==> src/rtl/btn_bounce_gen.sv <==
// btn_bounce_gen: contact-bounce emulator. It turns a clean level command
// into a bouncy button waveform that can drive a debounce filter.
//
// Parameters:
//   BOUNCES - bounce pairs per edge (1..15)
//   SEG_W   - segment length field width (1..4); a segment is 1..2^SEG_W cycles
//   SEED    - LFSR reset value (0 is replaced by 16'h0001)
// Ports:
//   clock     - system clock, rising edge
//   reset     - synchronous, active-high
//   cleanIn   - requested clean button level
//   rawButton - registered bouncy button output
//   busy      - high while a bounce sequence is in progress
//   done      - one-cycle strobe on the first settled cycle
// Build option:
//   BTN_BOUNCE_LFSR_EN defined   : segment length L = 1 + LFSR[SEG_W-1:0]
//   BTN_BOUNCE_LFSR_EN undefined : segment length L = 2^SEG_W (fixed)
module btn_bounce_gen #(
    parameter int unsigned BOUNCES = 3,
    parameter int unsigned SEG_W   = 2,
    parameter logic [15:0] SEED    = 16'hACE1
) (
    input  logic clock,
    input  logic reset,
    input  logic cleanIn,
    output logic rawButton,
    output logic busy,
    output logic done
);

    typedef enum logic {
        IDLE,
        BOUNCE
    } state_t;

    localparam logic [15:0] SEED_EFF = (SEED == 16'h0000) ? 16'h0001 : SEED;
    localparam logic [4:0]  LAST_IDX = 5'(2 * BOUNCES - 1);

    state_t             state;
    state_t             stateNxt;
    logic               level;
    logic               levelNxt;
    logic               rawNxt;
    logic               doneNxt;
    logic [SEG_W-1:0]   segCnt;
    logic [SEG_W-1:0]   segCntNxt;
    logic [SEG_W-1:0]   segLoad;
    logic [4:0]         segIdx;
    logic [4:0]         segIdxNxt;
    logic [15:0]        lfsr;
    logic               lfsrFb;

    // Fibonacci taps 16,14,13,11; a nonzero state never reaches zero.
    assign lfsrFb = lfsr[15] ^ lfsr[13] ^ lfsr[12] ^ lfsr[10];

    // Counter reload value is L-1.
`ifdef BTN_BOUNCE_LFSR_EN
    assign segLoad = lfsr[SEG_W-1:0];
`else
    assign segLoad = '1;
`endif

    always_comb begin
        stateNxt  = state;
        levelNxt  = level;
        rawNxt    = rawButton;
        segCntNxt = segCnt;
        segIdxNxt = segIdx;
        doneNxt   = 1'b0;
        unique case (state)
            IDLE: begin
                if (cleanIn != level) begin
                    levelNxt  = cleanIn;
                    stateNxt  = BOUNCE;
                    segIdxNxt = 5'd0;
                    rawNxt    = cleanIn;
                    segCntNxt = segLoad;
                end
            end
            BOUNCE: begin
                if (segCnt != '0) begin
                    segCntNxt = segCnt - 1'b1;
                end else if (segIdx == LAST_IDX) begin
                    // Last (inverse-level) segment expired: settle.
                    stateNxt = IDLE;
                    rawNxt   = level;
                    doneNxt  = 1'b1;
                end else begin
                    segIdxNxt = segIdx + 5'd1;
                    rawNxt    = ~rawButton;
                    segCntNxt = segLoad;
                end
            end
            default: stateNxt = IDLE;
        endcase
    end

    always_ff @(posedge clock) begin
        if (reset) begin
            state     <= IDLE;
            level     <= 1'b0;
            rawButton <= 1'b0;
            busy      <= 1'b0;
            done      <= 1'b0;
            segCnt    <= '0;
            segIdx    <= 5'd0;
            lfsr      <= SEED_EFF;
        end else begin
            state     <= stateNxt;
            level     <= levelNxt;
            rawButton <= rawNxt;
            busy      <= (stateNxt == BOUNCE);
            done      <= doneNxt;
            segCnt    <= segCntNxt;
            segIdx    <= segIdxNxt;
            lfsr      <= {lfsr[14:0], lfsrFb};
        end
    end

endmodule

==> config.mk <==
export PLATFORM = sky130hd
export DESIGN_NAME = btn_bounce_gen
export DESIGN_NICKNAME = d
export VERILOG_FILES = /design/src/rtl/btn_bounce_gen.sv
export SDC_FILE = /design/constraint.sdc
export NUM_CORES = 1
export LEC_CHECK = 0
export CAP_MARGIN = 5
export CORE_UTILIZATION = 40
export DETAILED_ROUTE_END_ITERATION = 6
export SLEW_MARGIN = 10
export SYNTH_ARGS = -nofsm -noshare
export SYNTH_HDL_FRONTEND = slang
export SYNTH_SLANG_ARGS = --single-unit
==> constraint.sdc <==
create_clock -name clock -period 1.9 [get_ports clock]
set_clock_uncertainty 0.1 [all_clocks]
set_input_delay 0.38 -clock clock [delete_from_list [all_inputs] [get_ports clock]]
set_output_delay 0.38 -clock clock [all_outputs]
set_load 0.01 [all_outputs]
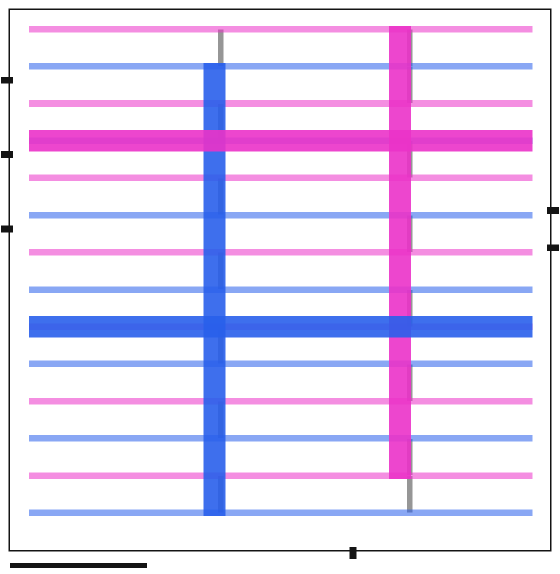
*PDN straps and rails, run 1*
Bar = 10 microns. Pins as bars on the die edge. Tap cells in gray.
color	net
blue	VSS
magenta	VDD
signal pins	6
rows	13
tap cells	15
met5 straps	2
CORE AREA: 1300 sq um
Die Wd: 39.5 microns
Die Ht: 39.5 microns

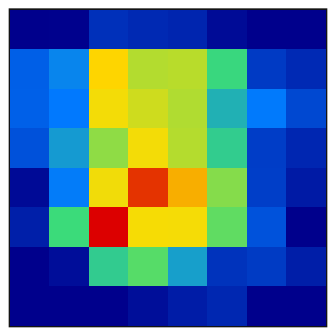
*Wiring heat map, run 1*
8 x 8 tiles, from dark blue (low) to red (high), scaled to the fullest tile. Values are wire area over tile area, all layers added.
mean over tiles	0.11
fullest tile	0.37
densest ninth of the die	center
tiles over half the peak	28%

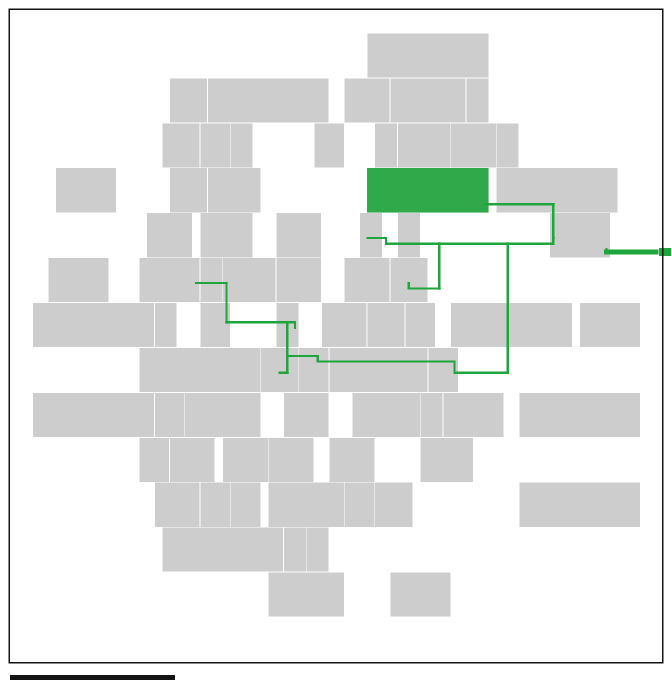
*Nets reached from selected ports, run 1*
Bar = 10 microns.
color	port	bits	direction	edge	end cells	buffers	wire
green	busy	1	output	east	1	1	60.6 microns

==> results.ini, run 1 <==
[status]
outcome = finished, final reports clean

[critical_path]
worstPathRequired_ps = 1420
critPathBufInv = 1
max_stage_delay_ps = 590
cp-end-kind = primary output
critPathCapture = busy
crit_start = state$_SDFF_PP0_
ff2ff_setup_slack_ps = 160
crit_fanout = 8
cp-start-kind = register
worstPathArrival_ps = 1340
reg2reg_depth = 5
cp_cell_sequence = clkdlybuf4s50_1
r2r_end = segCnt[1]$_SDFFE_PP0P_
worstSetupPathType = register to primary output
cp.depth = 1
r2r-start = segIdx[0]$_SDFFE_PP0P_
critPathTopFamily = buffers and inverters
crit_slowest_cell = clkdlybuf4s50_1

[drt]
wl_per_cell_microns = 12.3
vias_per_cell = 5.64
firstDrtPassIters = 4
drc = 0
postRouteAntennaNets = 0
vias = 491
drt-initial-drc-count = 14
wl_microns = 1070

[timing]
setup-violations-final = 0
slew_headroom = 0.762
finalCritPeriodShare = 0.956
hold_viol_final = 0
tightestPinTransition_ps = 353
layout_min_cycle_time_ps = 1820
fmax_mhz = 550
fin_ws_ps = 83.0
tns_ps = 0
drv_slew = 0
grt_setup_unrepaired = no

[global_routing]
grt_pass1_wl_microns = 1660
grt.total_usage = 0.168
grt_max_degree = 9
antenna_found_initial = 0
grt_pass1_vias = 386
grt_overflow = 0

[pwr]
seqPwrFrac = 0.508
combPwrFrac = 0.180
clockPowerShare = 0.312
switchingPower_uw = 144
max-vdd-ir-drop_v = 0.000343
switching_share = 0.278
power_leakage_nw = 0.250
p_per_area_nw_per_um2 = 768
internal_power_uw = 373

[logic_synthesis]
top_area_frac = 0.392
ys_types = 30
syn_area_sq_um = 562
synth_top_cell_by_area = dfxtp_1
synth_chip_area_sq_um = 562
yosysWarnings = 0
top_cells_by_area = dfxtp_1 39%, ha_1 6.7%, o21ai_0 5.3%, or4_1 4.0%, a31oi_1 3.3%
fp_nets = 69
edf_count = 0
numSynthFlops = 11
avgSynthCellArea_sq_um = 8.92
synth-main-ff-cell = dfxtp_1
yosysCellCount = 63
synthCells = 63
async_flop_share = 0
common_cells = 11 x dfxtp_1, 6 x o21ai_0, 5 x inv_1
synth.most_common_cell = dfxtp_1
synth_seq_share = 0.392

[clocking]
cts_setup_buffers = 0
clk_path_buf_depth = 2
clk_latency_ps = 270
cts_buffers = 3
cts_root_buffer = clkbuf_4
htreeDepth = 1
cts_tree = yes
clock-sinks = 11
cts.clk_slew.worst_paths_ps = 60

[placed_design]
hpwl_microns = 758
dp_slack_ps = 126
place_congestion = 0.690
post-place-cells = 83
port_buffers = 5

[job]
warning_count = 27
max_cap_viol_count = 0

[floorplanning]
fp_util = 0.432
io_pins = 6
dieArea_sq_um = 1560
rows = 13

[hold_path]
min_from = segCnt[1]$_SDFFE_PP0P_
min_path_type = register to register

[finish]
finalNonFillerCells = 87
area_growth_pct = 19.6
antenna_cells = 0
drive_gt1_frac = 0.139
finalNetCount = 79

==> run 1: layout by cell type (no fill, tap or decap) <==
master / count
xor2_1: 1
and4bb_2: 1
dfxtp_1: 11
nor2_1: 2
o22ai_1: 2
nor4bb_2: 1
nor3_1: 2
o21ba_2: 1
a21oi_1: 2
clkdlybuf4s50_1: 5
nand2b_1: 1
nand2_1: 4
clkbuf_1: 1
o21bai_1: 1
nand4bb_1: 1
buf_4: 3
a221oi_1: 1
a31oi_1: 3
mux2i_1: 1
ha_1: 3
a311oi_1: 1
a211oi_1: 2
o21ai_0: 6
and3b_1: 1
clkbuf_4: 3
or3_1: 1
a31o_2: 1
or4_1: 3
inv_1: 5
a21o_1: 1
nand3_1: 1
==> run 1: logic make-up after synthesis <==
group                    after synthesis  share of synthesized area
multiplexers                           1                     0.0178
buffers and inverters                  8                     0.0579
XOR/XNOR                               1                     0.0156
AND-OR/OR-AND                         21                      0.245
flip-flops                            11                      0.392
adder cells (fa/ha/maj)                3                     0.0668
AND/OR/NAND/NOR                       18                      0.205
==> run 1: how the worst min path moves through the flow <==
stage                     cells after the start                      to
after floorplan                               1  segIdx[4]$_SDFFE_PP0P_
after global placement                        1  segIdx[4]$_SDFFE_PP0P_
after detailed placement                      2  segCnt[1]$_SDFFE_PP0P_
after CTS                                     2  segCnt[1]$_SDFFE_PP0P_
after global routing                          2  segCnt[1]$_SDFFE_PP0P_
final                                         2  segCnt[1]$_SDFFE_PP0P_
==> run 1: per-stage QoR <==
step / hold slack, ps / instance area, sq um / utilization / total power, mW
after floorplan: 351 / 562 / - / 0.329
after global placement: 380 / 639 / 0.491 / 0.359
after detailed placement: 370 / 639 / 0.491 / 0.359
after CTS: 383 / 666 / 0.512 / 0.520
after global routing: 409 / 672 / 0.516 / 0.551
final: 377 / 672 / 0.516 / 0.516
==> run 1: repair_timing <==
action                                 CTS  global route
gates resized                            0             1
endpoints found under the hold margin    0             0
setup endpoints to repair                0             1
hold buffers                             0             0
==> run 1: sequential cells by signal (all words and copies together) (netlist names) <==
name	count
state	1
segIdx	5
rawButton	1
segCnt	2
level	1
done	1
==> run 1: per-layer routing <==
layer	vias up	routed length [microns]	track usage
met1	224	581	0.218
li1	256	-	-
met5	-	0	0
met3	4	41	0.0852
met2	7	425	0.213
met4	0	25	0.103
==> run 1: area by class of cell <==
class	instances	area (sq um)
inverters	5	18.8
clock buffers	4	26.3
multi-input cells	44	315
flip-flops and latches	11	220
well taps	15	18.8
fillers	123	629
repair buffers	8	72.6
==> run 1: power groups by stage <==
stage / Clock, mW / Sequential (mW) / Combinational [mW]
finish: 0.161 / 0.262 / 0.0931
global route: 0.184 / 0.265 / 0.102
detailed placement: 0 / 0.267 / 0.0922
floorplan: 0 / 0.264 / 0.0653
global placement: 0 / 0.267 / 0.0925
CTS: 0.164 / 0.262 / 0.0939
==> run 2, diff against run 1 <==
Settings changed: CTS_CLUSTER_SIZE set to 12.
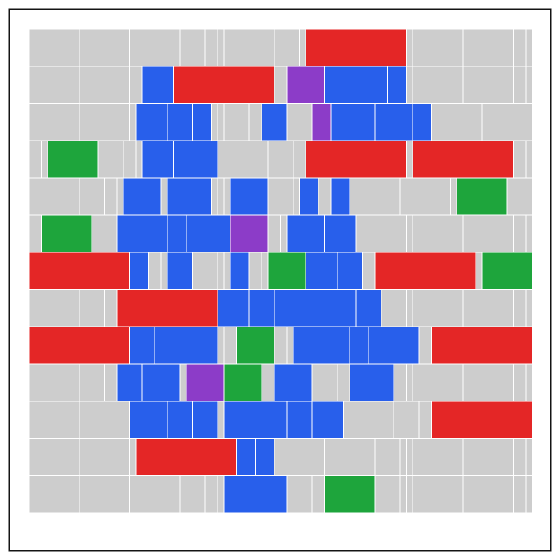
*Cell classes on the final placement, run 2*
Fill, decap, tap and diode cells in gray.
color	class	cells	share of their area
purple	clock drivers and dummy loads	4	4.0%
red	sequential cells	11	34%
green	remaining buffers and delay cells	8	11%
blue	combinational and other logic	49	51%
post-route cell area: 672 sq um
flop share of the area: 0.328
Cell Rows: 13
Final Util: 0.516

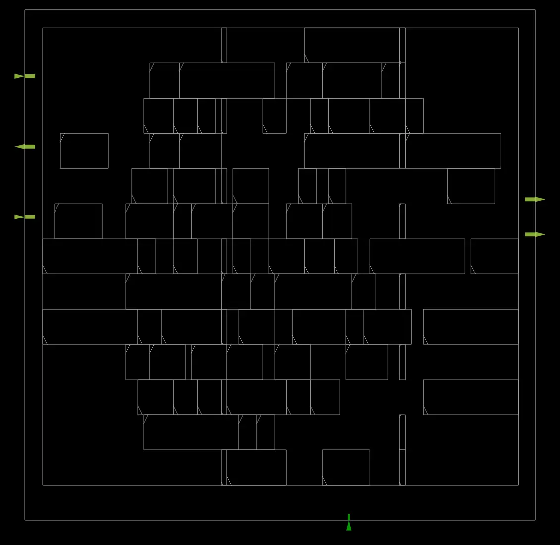
*Placement view, run 2*
number of fill cells: 123
tap cells: 15
fin cells: 87

==> run 2 against run 1 <==
Net effect: worst setup slack did not move; clock power about the same; critical path depth unchanged; global-route usage stayed put; flip-flop count did not move; non-clock buffer count unchanged.
==> results.ini, run 2 <==
[timing]
slew_headroom = 0.762
setup-violations-final = 0
grt_setup_unrepaired = no
tightestPinTransition_ps = 353
fin_ws_ps = 83.0
finalCritPeriodShare = 0.956
hold_viol_final = 0
drv_slew = 0
holdWs_ps = 377
tns_ps = 0
fmax_mhz = 550
layout_min_cycle_time_ps = 1820

[global_routing]
grt_pass1_wl_microns = 1660
grt.total_usage = 0.168
antenna_found_initial = 0
grt_max_degree = 9
grt_overflow = 0
grt_pass1_vias = 386

[floorplanning]
fp_util = 0.432
dieWidth_microns = 39.5
coreArea_sq_um = 1300
dieHeight_microns = 39.5
dieArea_sq_um = 1560
io_pins = 6

[logic_synthesis]
synth_seq_share = 0.392
fa_ha_area_frac = 0.0668
synth_top_cell_by_area = dfxtp_1
top_area_frac = 0.392
yosys.area_share.simple = 0.205
yosysWarnings = 0
synthMuxAreaShare = 0.0178
avgSynthCellArea_sq_um = 8.92
ys_sh_aoi = 0.245
numSynthFlops = 11
synth.most_common_cell = dfxtp_1
logic_family = AND-OR/OR-AND gates
synthCells = 63
async_flop_share = 0
xor_share = 0.0156
synth_chip_area_sq_um = 562
synth-main-ff-cell = dfxtp_1
fp_nets = 69
yosysCellCount = 63
edf_count = 0
syn_area_sq_um = 562
common_cells = 11 x dfxtp_1, 6 x o21ai_0, 5 x inv_1
ys_types = 30
top_cells_by_area = dfxtp_1 39%, ha_1 6.7%, o21ai_0 5.3%, or4_1 4.0%, a31oi_1 3.3%

[clocking]
clk_latency_ps = 270
cts_tree = yes
clk_path_buf_depth = 2
cts_setup_buffers = 0
cts_buffers = 3
cts_root_buffer = clkbuf_4
cts.clk_slew.worst_paths_ps = 60
clock-sinks = 11
htreeDepth = 1

[critical_path]
crit_slowest_cell = clkdlybuf4s50_1
max_stage_delay_ps = 590
r2r_end = segCnt[1]$_SDFFE_PP0P_
worstSetupPathType = register to primary output
crit_fanout = 8
cp-start-kind = register
reg2reg_depth = 5
r2r-start = segIdx[0]$_SDFFE_PP0P_
critPathTopFamily = buffers and inverters
cp_cell_sequence = clkdlybuf4s50_1
ff2ff_setup_slack_ps = 160
critPathBufInv = 1
crit_start = state$_SDFF_PP0_
cp-end-kind = primary output
worstPathRequired_ps = 1420
worstPathArrival_ps = 1340

[finish]
drive_gt1_frac = 0.139
final_cell_mix = 11 x dfxtp_1, 6 x o21ai_0, 5 x inv_1, 5 x clkdlybuf4s50_1, 4 x nand2_1
combGateArea_sq_um = 315
regMostFlops = segIdx
regArea_sq_um = 220
largest_register_ffs = 5
antenna_cells = 0
largestRegisters = segIdx (5), segCnt (2)
finalNetCount = 79
lay_top_count = dfxtp_1
area_growth_pct = 19.6

[job]
warning_count = 27
max_cap_viol_count = 0

[drt]
drt-initial-drc-count = 14
wl_per_cell_microns = 12.3
drc = 0
postRouteAntennaNets = 0
vias_per_cell = 5.64
vias = 491
firstDrtPassIters = 4
wl_microns = 1070

[placed_design]
port_buffers = 5
hpwl_microns = 758
place_area_sq_um = 639
place_congestion = 0.690
dp_slack_ps = 126
post-place-cells = 83

[status]
outcome = finished, final reports clean

[pwr]
max-vdd-ir-drop_v = 0.000343
power_leakage_nw = 0.250
p_per_area_nw_per_um2 = 768
power.total_uw = 516

[hold_path]
whs_path_depth = 2
min_path_type = register to register
min_from = segCnt[1]$_SDFFE_PP0P_
hold_end = segCnt[1]$_SDFFE_PP0P_

[run 2: routing by layer]
| layer | global-route usage | share of wire | vias to the layer above |
|---|---|---|---|
| met5 | 0 | 0 | - |
| met4 | 0.103 | 0.023 | 0 |
| met3 | 0.0852 | 0.038 | 4 |
| met2 | 0.213 | 0.40 | 7 |
| met1 | 0.218 | 0.54 | 224 |
| li1 | - | - | 256 |
[run 2: worst register-to-register path: stages, from the launching register on]
cell and delay, ps:
dfxtp_1 400, ha_1 190, nor4bb_2 390, buf_4 210
a21oi_1 70, a221oi_1 280
[run 2: report_power, final]
group	internal [mW]	switching, mW	leakage (nW)	total, mW
Sequential	0.246	0.0160	0.0903	0.262
Combinational	0.0452	0.0478	0.145	0.0931
Clock	0.0814	0.0797	0.0150	0.161
[run 2: logic make-up after synthesis]
kind of cell,Yosys count
adders and majority gates,3
DFF,11
muxes,1
xor gates and xnor gates,1
and+or+nand+nor,18
AOI/OAI and AO/OA,21
buffers and inverters,8
[run 2: what timing repair did]
| action | 4_1_cts | 5_1_grt |
|---|---|---|
| endpoints found under the setup margin | 0 | 1 |
| gates resized | 0 | 1 |
| hold buffers | 0 | 0 |
[run 2: area by class of cell]
class | count | share of cell area
multi-input combinational | 44 | 0.469
clock buffer | 4 | 0.0391
timing repair buffer | 8 | 0.108
sequential | 11 | 0.328
inverter | 5 | 0.0279
tap | 15 | 0.0279
[run 2: how the worst max path moves through the flow]
stage                                         to  slack (ps)  cells after the start
after floorplan           segIdx[3]$_SDFFE_PP0P_         280                      6
after global placement    segCnt[1]$_SDFFE_PP0P_          60                      5
after detailed placement  segCnt[1]$_SDFFE_PP0P_         130                      5
after CTS                 segCnt[1]$_SDFFE_PP0P_          80                      5
after global routing                        busy          10                      1
final                                       busy          80                      1
Power figures rest on the tool's default switching activity, not on a simulated workload.
